<file path="src/rtl/mmu_walk_delay_seq.sv">
// MMU table-walk delay sequencer: fixed-priority arm, programmable idle-bus delay, one-cycle walk start.
// Optional abort statistics counter enabled by defining MMU_WALK_DELAY_STATS_EN.
module mmu_walk_delay_seq #(
  parameter int unsigned NUM_CH  = 2,
  parameter int unsigned CH_W    = 1,
  parameter int unsigned DELAY_W = 4
) (
  input  logic               CLK,
  input  logic               RESET_CPU,
  input  logic               BUS_BSY,
  input  logic [NUM_CH-1:0]  MMU_RUNTIME_REQ,
  input  logic [NUM_CH-1:0]  MMU_RUNTIME_STALL,
  input  logic [DELAY_W-1:0] DELAY_CYCLES,
  input  logic               WALK_DONE,
  output logic               MMU_WALK_DELAY_ARMED,
  output logic               WALK_GO,
  output logic [CH_W-1:0]    WALK_CH,
  output logic               WALK_ACTIVE,
  output logic [7:0]         ABORT_COUNT
);

  typedef enum logic [1:0] {
    IDLE  = 2'd0,
    ARMED = 2'd1,
    WALK  = 2'd2
  } state_t;

  state_t             state_q, state_d;
  logic [DELAY_W-1:0] cnt_q, cnt_d;
  logic [CH_W-1:0]    ch_q, ch_d;
  logic               armed_q, armed_d;
  logic               go_q, go_d;
  logic               active_q, active_d;

  logic [NUM_CH-1:0]  qual;
  logic [CH_W-1:0]    ch_sel;
  logic               abort;

  assign qual = MMU_RUNTIME_REQ & MMU_RUNTIME_STALL;

  // Descending scan so the lowest qualifying index wins.
  always_comb begin
    ch_sel = '0;
    for (int i = int'(NUM_CH) - 1; i >= 0; i--) begin
      if (qual[i]) ch_sel = CH_W'(i);
    end
  end

  assign abort = BUS_BSY | ~MMU_RUNTIME_REQ[ch_q] | ~MMU_RUNTIME_STALL[ch_q];

  always_comb begin
    state_d  = state_q;
    cnt_d    = cnt_q;
    ch_d     = ch_q;
    armed_d  = armed_q;
    go_d     = 1'b0;
    active_d = active_q;
    case (state_q)
      IDLE: begin
        if (!BUS_BSY && (|qual)) begin
          state_d = ARMED;
          ch_d    = ch_sel;
          cnt_d   = DELAY_CYCLES;
          armed_d = 1'b1;
        end
      end
      ARMED: begin
        // Abort takes precedence over expiry, so a late abort suppresses WALK_GO.
        if (abort) begin
          state_d = IDLE;
          armed_d = 1'b0;
        end else if (cnt_q != '0) begin
          cnt_d = cnt_q - 1'b1;
        end else begin
          state_d  = WALK;
          armed_d  = 1'b0;
          go_d     = 1'b1;
          active_d = 1'b1;
        end
      end
      WALK: begin
        if (WALK_DONE) begin
          state_d  = IDLE;
          active_d = 1'b0;
        end
      end
      default: begin
        state_d  = IDLE;
        armed_d  = 1'b0;
        active_d = 1'b0;
      end
    endcase
  end

  always_ff @(posedge CLK or posedge RESET_CPU) begin
    if (RESET_CPU) begin
      state_q  <= IDLE;
      cnt_q    <= '0;
      ch_q     <= '0;
      armed_q  <= 1'b0;
      go_q     <= 1'b0;
      active_q <= 1'b0;
    end else begin
      state_q  <= state_d;
      cnt_q    <= cnt_d;
      ch_q     <= ch_d;
      armed_q  <= armed_d;
      go_q     <= go_d;
      active_q <= active_d;
    end
  end

  assign MMU_WALK_DELAY_ARMED = armed_q;
  assign WALK_GO              = go_q;
  assign WALK_CH              = ch_q;
  assign WALK_ACTIVE          = active_q;

`ifdef MMU_WALK_DELAY_STATS_EN
  logic [7:0] abort_cnt_q, abort_cnt_d;
  logic       abort_evt;

  assign abort_evt = (state_q == ARMED) && abort;

  always_comb begin
    abort_cnt_d = abort_cnt_q;
    if (abort_evt && (abort_cnt_q != 8'hFF)) abort_cnt_d = abort_cnt_q + 8'd1;
  end

  always_ff @(posedge CLK or posedge RESET_CPU) begin
    if (RESET_CPU) abort_cnt_q <= 8'd0;
    else           abort_cnt_q <= abort_cnt_d;
  end

  assign ABORT_COUNT = abort_cnt_q;
`else
  assign ABORT_COUNT = 8'd0;
`endif

endmodule
</file>
<file path="config.mk">
export PLATFORM = sky130hd
export DESIGN_NAME = mmu_walk_delay_seq
export DESIGN_NICKNAME = d
export VERILOG_FILES = /design/src/rtl/mmu_walk_delay_seq.sv
export SDC_FILE = /design/constraint.sdc
export NUM_CORES = 1
export LEC_CHECK = 0
export ABC_AREA = 1
export CORE_AREA = 4 4 41 43
export DETAILED_ROUTE_END_ITERATION = 6
export DIE_AREA = 0 0 45 47
export DONT_BUFFER_PORTS = 1
export GPL_TIMING_DRIVEN = 0
export PLACE_DENSITY = 0.67
export SLEW_MARGIN = 20
export SYNTH_ARGS = -nofsm -noshare
export SYNTH_HDL_FRONTEND = slang
export SYNTH_SLANG_ARGS = --single-unit
</file>
<file path="constraint.sdc">
create_clock -name CLK -period 1.95 [get_ports CLK]
set_input_delay 0.39 -clock CLK [delete_from_list [all_inputs] [get_ports CLK]]
set_output_delay 0.39 -clock CLK [all_outputs]
set_load 0.01 [all_outputs]
</file>
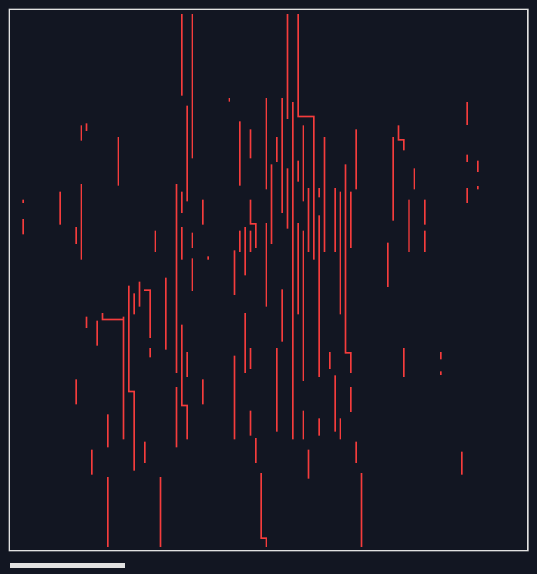
Run 1: M2 wires
Scale bar: 10 um.
nets with wire on the layer = 86
longest straight run = 29.2 um

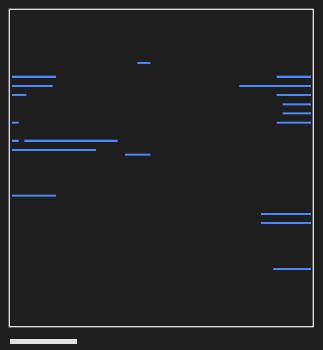
Run 1: the metal 3 layer
Scale bar: 10 um.
nets with wire on the layer = 17
longest straight run = 13.6 um
total via count in the routed design: 509
met3 usage: 0.0421
final WL: 1.12 mm

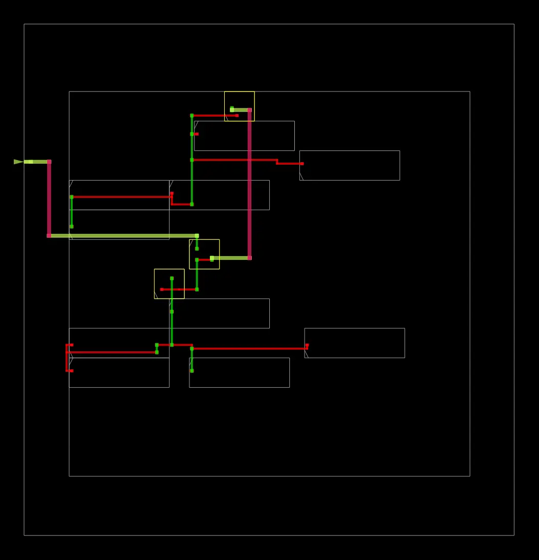
Run 1: clock routing
setup clock skew after layout: 1.47 ps
number of clock buffer instances in the layout: 3
Seq Cell Count: 10
clk sinks: 10

==> results.sh, run 1 <==
# source this file to load flow results
export IMPL_run_status="finished, violations left"
export IMPL_failed_checks="hold timing"
export IMPL_yosys_cell_count_top_type="nand2_1"
export IMPL_timing_final_max_slew_violations=0
export IMPL_pleak_nw=0.438
export IMPL_synth_top_cell_by_area="dfrtp_1"
export IMPL_maxcap_viol_count=0
export IMPL_top_logic_kind="simple AND/OR/NAND/NOR gates"
export IMPL_initialDrtViolationCount=2
export IMPL_r2r_start="cnt_q[0]$_DFFE_PP0P_"
export IMPL_groute_layer_met1_usage=0.168
export IMPL_hold_ws_ps=-6.89
export IMPL_max_stage_delay_ps=370
export IMPL_critPathArrivalTime_ps=1510
export IMPL_diodes=0
export IMPL_chip_area_sq_um=2120
export IMPL_common_cells="25 x nand2_1, 10 x dfrtp_1, 8 x buf_4, 8 x inv_1"
export IMPL_count_of_unique_library_cells_instantiated_by_yosys=22
export IMPL_seq_cell_power_mw=0.300
export IMPL_placement_cell_area_sq_um=737
export IMPL_port_buffers=0
export IMPL_ys_seq_share=0.362
export IMPL_critPathCapture="cnt_q[0]$_DFFE_PP0P_"
export IMPL_hold_class="in2async"
export IMPL_grt_busiest_layer="met2"
export IMPL_drc_errors=0
export IMPL_postSynthAreaPerCell_sq_um=7.95
export IMPL_synthMuxAreaShare=0
export IMPL_max_freq_mhz=736
export IMPL_fillers=129
export IMPL_seq_share=0.329
export IMPL_switching_share=0.392
export IMPL_detailed_placement_wirelength_estimate_um=945
export IMPL_area_share_clock_buf_inv=0.0297
export IMPL_ys_warn_count=0
export IMPL_route_top_layer_used="met4"
export IMPL_report_final_hold_viol_count=10
export IMPL_comb_power_share=0.398
export IMPL_startpoint="cnt_q[0]$_DFFE_PP0P_"
export IMPL_synth_compound_area_share=0.0814
export IMPL_yosys_stat_cells=87
==> run 1 -> run 2 <==
- clock period: 1.95 -> 1.4 ns (I/O delays scaled with it)
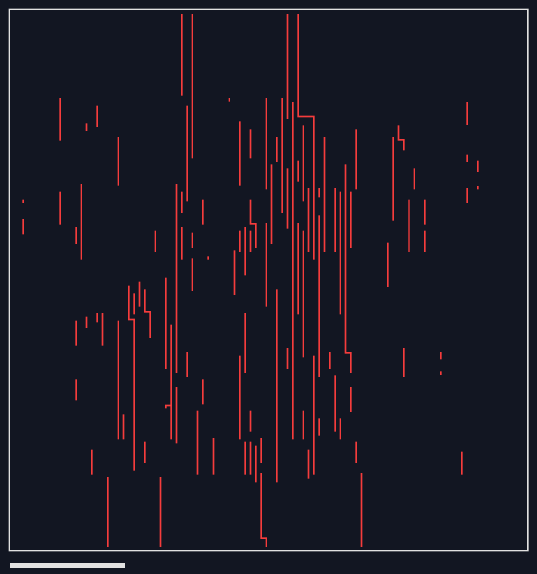
Run 2: M2 wires
Scale bar: 10 um.
longest straight run = 29.2 um
wire length on this layer = 515 um
main direction = vertical

==> results.sh, run 2 <==
# source this file to load flow results
export IMPL_critPathArrivalTime_ps=1450
export IMPL_first_global_vias=491
export IMPL_count_of_unique_library_cells_instantiated_by_yosys=22
export IMPL_postSynthAreaPerCell_sq_um=7.95
export IMPL_place_congestion=0.728
export IMPL_openroad_warnings=26
export IMPL_groute_layer_met1_usage=0.166
export IMPL_critical_path_cell_chain="inv_2 > ha_2 > nand2_2 > nor2_4 > nor2_4 > nand2_4 > nand2_8 > nand2_1 > o21ai_2"
export IMPL_hp_start="WALK_DONE"
export IMPL_area_share_clock_buf_inv=0.0286
export IMPL_comb_power_share=0.421
export IMPL_finalClockSkew_ps=0.497
export IMPL_startpoint="cnt_q[0]$_DFFE_PP0P_"
export IMPL_dominant_cell_class="multi-input combinational cells"
export IMPL_ctsResizeCount=0
export IMPL_max_stage_delay_ps=380
export IMPL_seq_cell_power_mw=0.428
export IMPL_detail_route_wirelength_mm=1.14
export IMPL_hold_ws_ps=126
export IMPL_synthMuxAreaShare=0
export IMPL_common_cells="25 x nand2_1, 10 x dfrtp_1, 8 x buf_4, 8 x inv_1"
export IMPL_route_top_layer_used="met4"
export IMPL_floorplan_io_pins=24
export IMPL_hold_crit_endpoint="state_q[1]$_DFFE_PP0P_"
export IMPL_placement_rows=13
export IMPL_fillers=126
export IMPL_clockPowerShare=0.176
export IMPL_pwr_density_cell_nw_per_um2=1350
export IMPL_report_final_hold_viol_count=0
export IMPL_switching_share=0.396
export IMPL_drc_errors=0
export IMPL_clk_insertion_delay_late_ps=260
export IMPL_layout_nets=114
export IMPL_die_width_um=45
export IMPL_cts_sink_count=10
export IMPL_wl_met2_um=515
export IMPL_maxcap_viol_count=0
export IMPL_power_leader="combinational logic"
export IMPL_chip_area_sq_um=2120
export IMPL_xor_share=0
export IMPL_placement_cell_area_sq_um=737
export IMPL_synth_compound_area_share=0.0814
export IMPL_hold_class="in2reg"
export IMPL_clock_path_buffers=2
export IMPL_routed_via_count=529
export IMPL_yosys_cell_count_top_type="nand2_1"
export IMPL_pg_clk_mw=0.188
export IMPL_layout_area_comb_sq_um=370
export IMPL_max_freq_mhz=770
export IMPL_ys_warn_count=0
export IMPL_critical_path_class="reg2reg"
export IMPL_crit_top_cell="nor2_4"
export IMPL_grt_pass1_wl_mm=1.97
export IMPL_ys_seq_share=0.362
export IMPL_placed_cells_incl_taps=109
export IMPL_ff2ff_setup_slack_ps=100
export IMPL_finalNonFillerCells=114
export IMPL_die_y_um=47
export IMPL_synth_top_cell_by_area="dfrtp_1"
export IMPL_hold_buf_count_cts=1
export IMPL_seq_share=0.318
export IMPL_most_common_layout_cells="24 x nand2_1, 10 x dfrtp_1, 9 x buf_4, 8 x conb_1, 6 x inv_1"
export IMPL_grt_busiest_layer="met2"
export IMPL_yosys_stat_cells=87
export IMPL_cts_setup_buffers=0
export IMPL_r2r_start="cnt_q[0]$_DFFE_PP0P_"
export IMPL_pleak_nw=0.445
export IMPL_number_of_enable_type_register_cells_in_the_synthesized_netlist=0
export IMPL_critPathCapture="cnt_q[0]$_DFFE_PP0P_"
export IMPL_flop_count=10
export IMPL_run_status="finished clean"
export IMPL_grt_util_met3=0.0421
export IMPL_top_logic_kind="simple AND/OR/NAND/NOR gates"
export IMPL_timing_final_max_slew_violations=0
export IMPL_cell_internal_pwr_mw=0.643
export IMPL_globalRouteTotalUtil=0.130
export IMPL_diodes=0
export IMPL_port_buffers=0
export IMPL_fin_ws_ps=101
export IMPL_detailed_placement_wirelength_estimate_um=945
export IMPL_clkbuf_count=3
export IMPL_area_leaders="dfrtp_1 36%, nand2_1 14%, buf_4 8.7%"
export IMPL_period_minus_slack_ps=1300
export IMPL_initialDrtViolationCount=2
export IMPL_cts_tree="yes"
export IMPL_fp_util=0.532
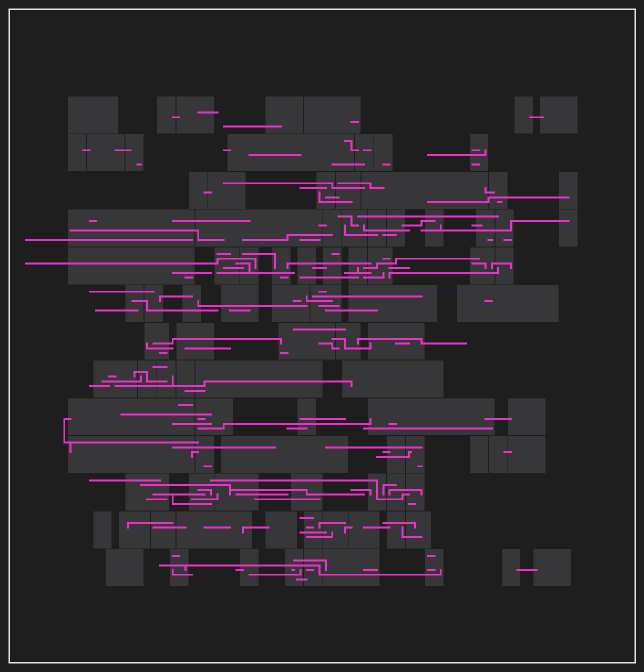
Run 2: metal 1
longest straight run = 13.8 um
wire length on this layer = 505 um
main direction = horizontal
nets with wire on the layer = 95

==> run 2 -> run 3 <==
- CTS_BUF_LIST: default -> sky130_fd_sc_hd__clkbuf_4 sky130_fd_sc_hd__clkbuf_8
- SETUP_SLACK_MARGIN: default -> 0.4
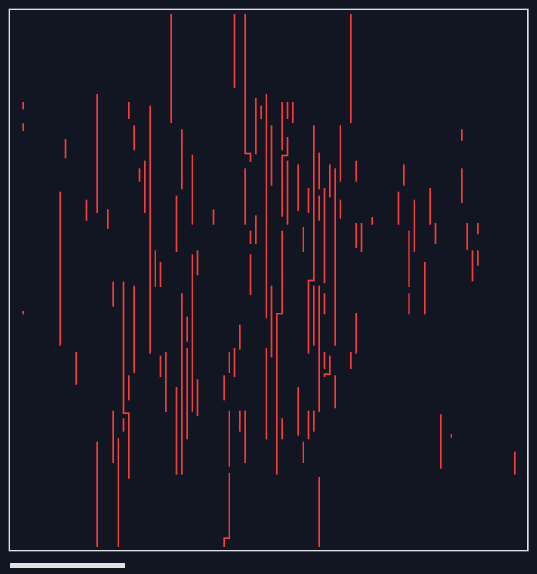
Run 3: M2 wires
Scale bar: 10 um.
nets with wire on the layer = 91
main direction = vertical
wire length on this layer = 517 um
longest straight run = 21.4 um

==> results.sh, run 3 <==
# source this file to load flow results
export IMPL_startpoint="cnt_q[0]$_DFFE_PP0P_"
export IMPL_finalClockSkew_ps=3.28
export IMPL_synth_simple_area_share=0.378
export IMPL_critPathCapture="cnt_q[0]$_DFFE_PP0P_"
export IMPL_drtPass1Iterations=2
export IMPL_ys_warn_count=0
export IMPL_chip_area_sq_um=2120
export IMPL_hold_crit_endpoint="state_q[1]$_DFFE_PP0P_"
export IMPL_hp_start="WALK_DONE"
export IMPL_placement_cell_area_sq_um=764
export IMPL_most_common_layout_cells="21 x nand2_1, 10 x dfrtp_1, 10 x buf_4, 8 x conb_1, 6 x inv_1"
export IMPL_grt_busiest_layer="met2"
export IMPL_cell_internal_pwr_mw=0.681
export IMPL_common_cells="25 x nand2_1, 10 x dfrtp_1, 8 x buf_4, 8 x inv_1"
export IMPL_maxcap_viol_count=0
export IMPL_switching_share=0.394
export IMPL_die_y_um=47
export IMPL_seq_cell_power_mw=0.427
export IMPL_max_stage_delay_ps=380
export IMPL_netlist_area_sq_um=692
export IMPL_seq_share=0.306
export IMPL_finalNonFillerCells=115
export IMPL_clockPowerShare=0.165
export IMPL_critPathArrivalTime_ps=1360
export IMPL_ys_seq_share=0.362
export IMPL_clock_path_buffers=2
export IMPL_grt_pass1_wl_mm=1.92
export IMPL_cts_tree="yes"
export IMPL_placement_rows=13
export IMPL_port_buffers=0
export IMPL_xor_share=0
export IMPL_fin_ws_ps=184
export IMPL_synthMuxAreaShare=0
export IMPL_cts_sink_count=10
export IMPL_openroad_warnings=29
export IMPL_max_freq_mhz=822
export IMPL_die_width_um=45
export IMPL_dominant_cell_class="multi-input combinational cells"
export IMPL_routed_via_count=531
export IMPL_placed_cells_incl_taps=109
export IMPL_critical_path_class="reg2reg"
export IMPL_power_leader="combinational logic"
export IMPL_run_status="finished clean"
export IMPL_synth_ff_latch_count=10
export IMPL_period_minus_slack_ps=1220
export IMPL_place_congestion=0.716
export IMPL_layout_area_comb_sq_um=393
export IMPL_p_total_mw=1.12
export IMPL_floorplan_io_pins=24
export IMPL_timing_final_max_slew_violations=0
export IMPL_top_logic_kind="simple AND/OR/NAND/NOR gates"
export IMPL_initialDrtViolationCount=1
export IMPL_count_of_unique_library_cells_instantiated_by_yosys=22
export IMPL_ctsResizeCount=1
export IMPL_grt_util_met3=0.0498
export IMPL_route_top_layer_used="met3"
export IMPL_area_leaders="dfrtp_1 36%, nand2_1 14%, buf_4 8.7%"
export IMPL_layout_nets=115
export IMPL_ff2ff_setup_slack_ps=180
export IMPL_synth_top_cell_by_area="dfrtp_1"
export IMPL_groute_layer_met1_usage=0.157
export IMPL_hold_buf_count_cts=1
export IMPL_globalRouteTotalUtil=0.124
export IMPL_hold_ws_ps=135
export IMPL_synth_compound_area_share=0.0814
export IMPL_flop_count=10
export IMPL_comb_power_share=0.456
export IMPL_yosys_stat_cells=87
export IMPL_yosys_cell_count_top_type="nand2_1"
export IMPL_finalSetupTns_ps=0
export IMPL_number_of_enable_type_register_cells_in_the_synthesized_netlist=0
export IMPL_first_global_vias=490
export IMPL_detailed_placement_wirelength_estimate_um=933
export IMPL_drc_errors=0
export IMPL_hold_class="in2reg"
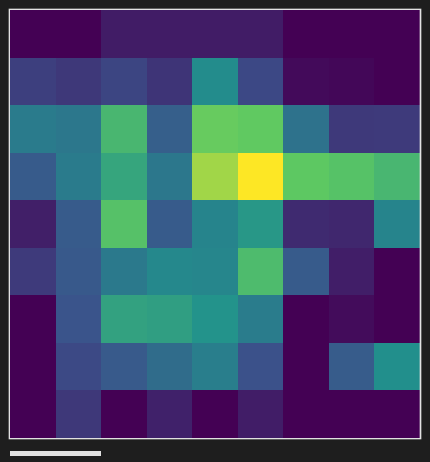
Run 3: routed metal per tile
Scale bar: 10 um. The die is cut into 9 by 9 equal tiles; dark purple is low, yellow is high, scaled to the fullest tile. Values are wire area over tile area, all layers added.
nearly empty tiles = 24%
densest ninth of the die = centre
mean over tiles = 0.086
fullest tile = 0.31
Routed wire per std cell: 9.67 um
final WL: 1.11 mm

